### config.mk
export PLATFORM = sky130hd
export DESIGN_NAME = mem_stage_ctrl
export DESIGN_NICKNAME = d
export VERILOG_FILES = /design/src/rtl/mem_stage_pkg.sv /design/src/rtl/mem_timeout_ctr.sv /design/src/rtl/mem_stage_ctrl.sv
export SDC_FILE = /design/constraint.sdc
export NUM_CORES = 1
export LEC_CHECK = 0
export ABC_AREA = 1
export CAP_MARGIN = 20
export CORE_MARGIN = 5
export CORE_UTILIZATION = 42
export CTS_BUF_LIST = sky130_fd_sc_hd__clkbuf_8
export CTS_CLUSTER_DIAMETER = 60
export DETAILED_ROUTE_END_ITERATION = 6
export HOLD_SLACK_MARGIN = 0.12
export PLACE_DENSITY = 0.79
export SYNTH_ARGS = -nofsm -noshare
export SYNTH_HDL_FRONTEND = slang
export SYNTH_SLANG_ARGS = --single-unit
### constraint.sdc
create_clock -name clk -period 3.57 [get_ports clk]
set_clock_uncertainty 0.2 [all_clocks]
set_input_delay 0.357 -clock clk [delete_from_list [all_inputs] [get_ports clk]]
set_output_delay 0.357 -clock clk [all_outputs]
set_load 0.05 [all_outputs]
### src/rtl/mem_stage_pkg.sv
// rtl/mem_stage_pkg.sv - shared types and defaults for the memory-stage controller
package mem_stage_pkg;

  localparam int DATA_W_DEF = 32;
  localparam int REG_W_DEF  = 4;

  typedef enum logic [1:0] {
    IDLE,
    REQ,
    RELEASE
  } state_t;

  // Snapshot of the EX/MEM register taken when a memory op is detected.
  typedef struct packed {
    logic [DATA_W_DEF-1:0] addr;
    logic [DATA_W_DEF-1:0] wdata;
    logic [REG_W_DEF-1:0]  rd;
    logic                  regw;
    logic                  we;
  } mem_req_t;

endpackage

### src/rtl/mem_timeout_ctr.sv
// rtl/mem_timeout_ctr.sv - cycle counter bounding how long a request may wait for ack
module mem_timeout_ctr #(
  parameter int TIMEOUT = 16
) (
  input  logic clk,
  input  logic reset,
  input  logic clr,
  input  logic en,
  output logic expired
);

  localparam int CW = $clog2(TIMEOUT);
  localparam logic [CW-1:0] LAST = CW'(TIMEOUT - 1);

  logic [CW-1:0] cnt;

  // count REQ cycles from zero; parks at the last value so it never wraps
  always_ff @(posedge clk or posedge reset) begin
    if (reset) begin
      cnt <= '0;
    end else if (clr) begin
      cnt <= '0;
    end else if (en && !expired) begin
      cnt <= cnt + CW'(1);
    end
  end

  assign expired = (cnt == LAST);

endmodule

### src/rtl/mem_stage_ctrl.sv
// rtl/mem_stage_ctrl.sv - EX/MEM to data-memory req/ack controller with write-back outputs
module mem_stage_ctrl
  import mem_stage_pkg::*;
#(
  parameter int DATA_W  = DATA_W_DEF,
  parameter int REG_W   = REG_W_DEF,
  parameter int TIMEOUT = 16
) (
  input  logic              clk,
  input  logic              reset,
  input  logic              ex_regw,
  input  logic              ex_memw,
  input  logic              ex_memr,
  input  logic [DATA_W-1:0] ex_addr,
  input  logic [DATA_W-1:0] ex_wdata,
  input  logic [REG_W-1:0]  ex_rd,
  output logic              stall,
  output logic              mem_req,
  output logic              mem_we,
  output logic [DATA_W-1:0] mem_addr,
  output logic [DATA_W-1:0] mem_wdata,
  input  logic              mem_ack,
  input  logic [DATA_W-1:0] mem_rdata,
  output logic              wb_valid,
  output logic              wb_regw,
  output logic [REG_W-1:0]  wb_rd,
  output logic [DATA_W-1:0] wb_data,
  output logic              err
);

  state_t   state, state_nxt;
  mem_req_t lat_q;
  logic     is_mem;
  logic     latch_en;
  logic     ctr_clr;
  logic     ctr_en;
  logic     expired;

  assign is_mem = ex_memr | ex_memw;

  mem_timeout_ctr #(.TIMEOUT(TIMEOUT)) u_timeout (
    .clk     (clk),
    .reset   (reset),
    .clr     (ctr_clr),
    .en      (ctr_en),
    .expired (expired)
  );

  // state register
  always_ff @(posedge clk or posedge reset) begin
    if (reset) state <= IDLE;
    else       state <= state_nxt;
  end

  // next state and combinational handshake/stall controls
  always_comb begin
    state_nxt = state;
    stall     = 1'b0;
    mem_req   = 1'b0;
    latch_en  = 1'b0;
    ctr_clr   = 1'b1;
    ctr_en    = 1'b0;
    case (state)
      IDLE: begin
        if (is_mem) begin
          stall     = 1'b1;
          latch_en  = 1'b1;
          state_nxt = REQ;
        end
      end
      REQ: begin
        stall   = 1'b1;
        mem_req = 1'b1;
        ctr_clr = 1'b0;
        ctr_en  = 1'b1;
        // ack beats the timeout when both land on the same cycle
        if (mem_ack || expired) state_nxt = RELEASE;
      end
      RELEASE: state_nxt = IDLE;
      default: state_nxt = IDLE;
    endcase
    if (reset) stall = 1'b0;
  end

  // capture the memory op so the request stays stable while upstream is held
  always_ff @(posedge clk or posedge reset) begin
    if (reset) begin
      lat_q <= '0;
    end else if (latch_en) begin
      lat_q.addr  <= ex_addr;
      lat_q.wdata <= ex_wdata;
      lat_q.rd    <= ex_rd;
      lat_q.regw  <= ex_regw;
      lat_q.we    <= ex_memw;
    end
  end

  assign mem_we    = lat_q.we;
  assign mem_addr  = lat_q.addr;
  assign mem_wdata = lat_q.wdata;

  // registered write-back hand-off and sticky timeout flag
  always_ff @(posedge clk or posedge reset) begin
    if (reset) begin
      wb_valid <= 1'b0;
      wb_regw  <= 1'b0;
      wb_rd    <= '0;
      wb_data  <= '0;
      err      <= 1'b0;
    end else begin
      wb_valid <= 1'b0;
      case (state)
        IDLE: begin
          if (!is_mem && ex_regw) begin
            wb_valid <= 1'b1;
            wb_regw  <= 1'b1;
            wb_rd    <= ex_rd;
            wb_data  <= ex_addr;
          end
        end
        REQ: begin
          if (mem_ack) begin
            wb_valid <= 1'b1;
            wb_rd    <= lat_q.rd;
            if (lat_q.we) begin
              wb_regw <= 1'b0;
              wb_data <= lat_q.addr;
            end else begin
              wb_regw <= lat_q.regw;
              wb_data <= mem_rdata;
            end
          end else if (expired) begin
            err      <= 1'b1;
            wb_valid <= 1'b1;
            wb_regw  <= 1'b0;
          end
        end
        default: ;
      endcase
    end
  end

endmodule

Figure 1. Placement by cell class.
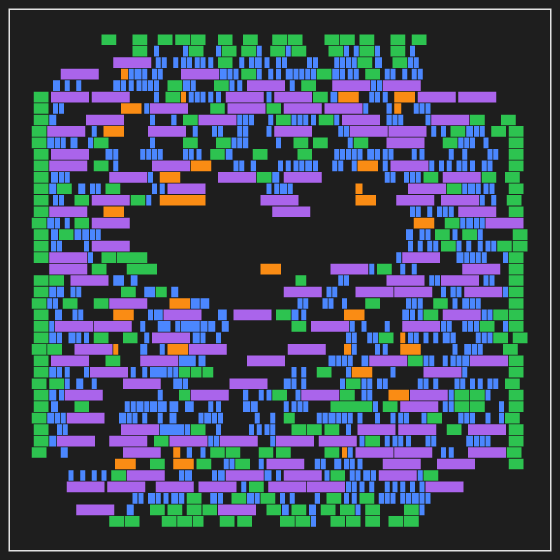
combinational and other logic -> blue  # cells 567
clock drivers and dummy loads -> orange  # cells 30
other buffers and delay cells -> green  # cells 220
flops -> purple  # cells 115

Figure 2. Sizing map.
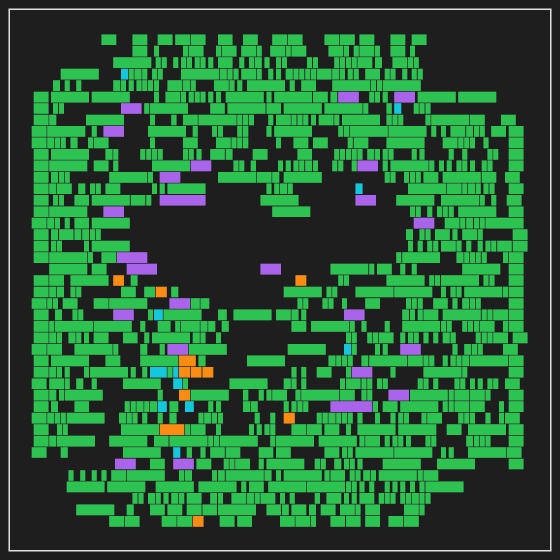
_2 cells -> cyan  # cells 11, share 1.2%
_0 and _1 cells -> green  # cells 886, share 95%
_3 and _4 cells -> orange  # cells 11, share 1.2%
_6 and larger -> purple  # cells 24, share 2.6%

Figure 3. Routing congestion.
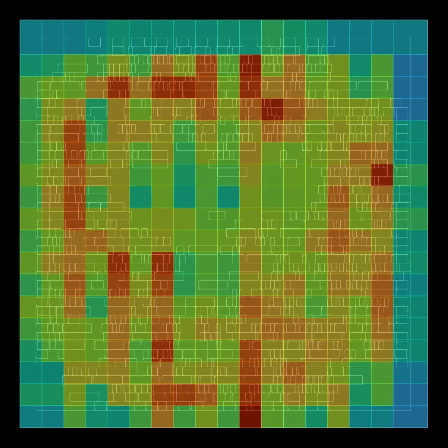
routed wirelength normalized by instance count: 14.9 µm
Layout Utilization: 57.8%

Figure 4. Cell density map.
Bar = 50 µm. The die is cut into 13 by 13 equal tiles; dark blue is low, red is high, 0 to 100% covered.
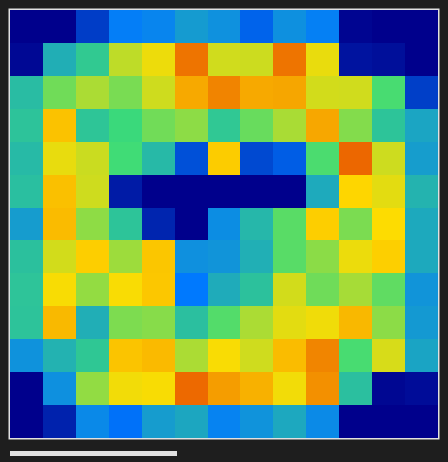
tiles over 75% full = 17%
fullest tile = 88%
mean over tiles = 47%
nearly empty tiles = 11%
emptiest ninth of the die = center
Core Region: 13,800 µm²
initial core utilization: 42.5%

==> impl_results.html <==
<h2>Implementation results</h2>
<table>
<tr><th>Metric</th><th>Value</th></tr>
<tr><th colspan="2">Critical path</th></tr>
<tr><td>Cells along the critical path</td><td>buf_4 &gt; clkdlybuf4s50_1</td></tr>
<tr><td>Depth of the worst register-to-register path</td><td>6</td></tr>
<tr><td>CP Launch Point</td><td>mem_we</td></tr>
<tr><td>Reg-to-Reg End</td><td>wb_data[25]</td></tr>
<tr><td>Worst reg2reg path startpoint</td><td>state[0]</td></tr>
<tr><td>Worst Setup EP</td><td>mem_we</td></tr>
<tr><td>Worst-case register-to-register setup slack</td><td>approximately 1.4 ns</td></tr>
<tr><th colspan="2">Power and ir drop</th></tr>
<tr><td>Total clock network power</td><td>around 1100 µW</td></tr>
<tr><td>Leakage power</td><td>0.00412 µW</td></tr>
<tr><td>Sw Pwr</td><td>4670 µW</td></tr>
<tr><th colspan="2">STA</th></tr>
<tr><td>Final tally of setup violations</td><td>0</td></tr>
<tr><td>Unrepaired setup endpoints after global routing</td><td>false</td></tr>
<tr><th colspan="2">Routing</th></tr>
<tr><td>WL met3</td><td>approximately 1400 µm</td></tr>
<tr><td>Remaining routing DRC violations</td><td>0</td></tr>
<tr><td>Number of nets still failing antenna checks after routing</td><td>0</td></tr>
<tr><td>Max Used Layer</td><td>met5</td></tr>
<tr><th colspan="2">Logic synthesis</th></tr>
<tr><td>Yosys cell count</td><td>789</td></tr>
<tr><td>Average size of a mapped cell</td><td>7.42 µm²</td></tr>
<tr><td>Chip area line of the yosys report</td><td>a little under 6000 µm²</td></tr>
<tr><th colspan="2">Run status</th></tr>
<tr><td>Run status</td><td>finished, final reports clean</td></tr>
<tr><th colspan="2">CTS</th></tr>
<tr><td>Clk ins delay skew pair</td><td>0.43 ns</td></tr>
<tr><td>PostCTS Resize Cnt</td><td>0</td></tr>
<tr><td>Total CTS buffers</td><td>17</td></tr>
<tr><th colspan="2">Flow run</th></tr>
<tr><td>OpenROAD warning count</td><td>26</td></tr>
<tr><th colspan="2">Finish</th></tr>
<tr><td>Highest-count logic cell in the final layout</td><td>sky130_fd_sc_hd__nand2_1</td></tr>
<tr><th colspan="2">Placement</th></tr>
<tr><td>Port Buffer Count</td><td>211</td></tr>
<tr><td>Final GP Congestion</td><td>~0.79</td></tr>
<tr><th colspan="2">Global route</th></tr>
<tr><td>Total Routing Usage GR</td><td>20.5%</td></tr>
<tr><td>Met1 global-route usage</td><td>about a quarter</td></tr>
<tr><td>GR met3 Demand/Resource</td><td>6.08%</td></tr>
</table>
[cells by family (layout without fill, tap and decap cells)]
family | Yosys count | after routing | share of synthesized area (%)
flip-flops | 115 | 115 | 49.1
adder cells (fa/ha/maj) | 1 | 1 | 0.214
buffers and inverters | 119 | 262 | 12.6
AND/OR/NAND/NOR | 541 | 541 | 36.6
XOR/XNOR | 1 | 1 | 0.150
AND-OR/OR-AND | 12 | 12 | 1.39
[cell usage after synthesis]
| master | n |
|---|---|
| sky130_fd_sc_hd__nand2_1 | 460 |
| sky130_fd_sc_hd__dfrtp_1 | 115 |
| sky130_fd_sc_hd__nand3_1 | 74 |
| sky130_fd_sc_hd__buf_4 | 68 |
| sky130_fd_sc_hd__buf_2 | 27 |
| sky130_fd_sc_hd__clkbuf_1 | 12 |
| sky130_fd_sc_hd__inv_1 | 11 |
| sky130_fd_sc_hd__o21ai_0 | 4 |
| sky130_fd_sc_hd__a21oi_1 | 3 |
| sky130_fd_sc_hd__nand4_1 | 3 |
| sky130_fd_sc_hd__nor2_1 | 2 |
| sky130_fd_sc_hd__a21oi_4 | 1 |
| sky130_fd_sc_hd__a31oi_1 | 1 |
| sky130_fd_sc_hd__ha_1 | 1 |
| sky130_fd_sc_hd__inv_2 | 1 |
| sky130_fd_sc_hd__nand2_2 | 1 |
| sky130_fd_sc_hd__nor2_4 | 1 |
| sky130_fd_sc_hd__o21ai_1 | 1 |
| sky130_fd_sc_hd__o21bai_1 | 1 |
| sky130_fd_sc_hd__o21bai_2 | 1 |
| sky130_fd_sc_hd__xnor2_1 | 1 |
[area by class of cell]
class	instances	area (µm²)
sequential	115	2880
inverter	12	48.8
clock inverter	10	70.1
fill	1297	5810
multi-input combinational	555	2250
clock buffer	20	275
timing repair buffer	220	2220
tap	180	225
No activity file was given, so power comes from the tool's default toggle rates.
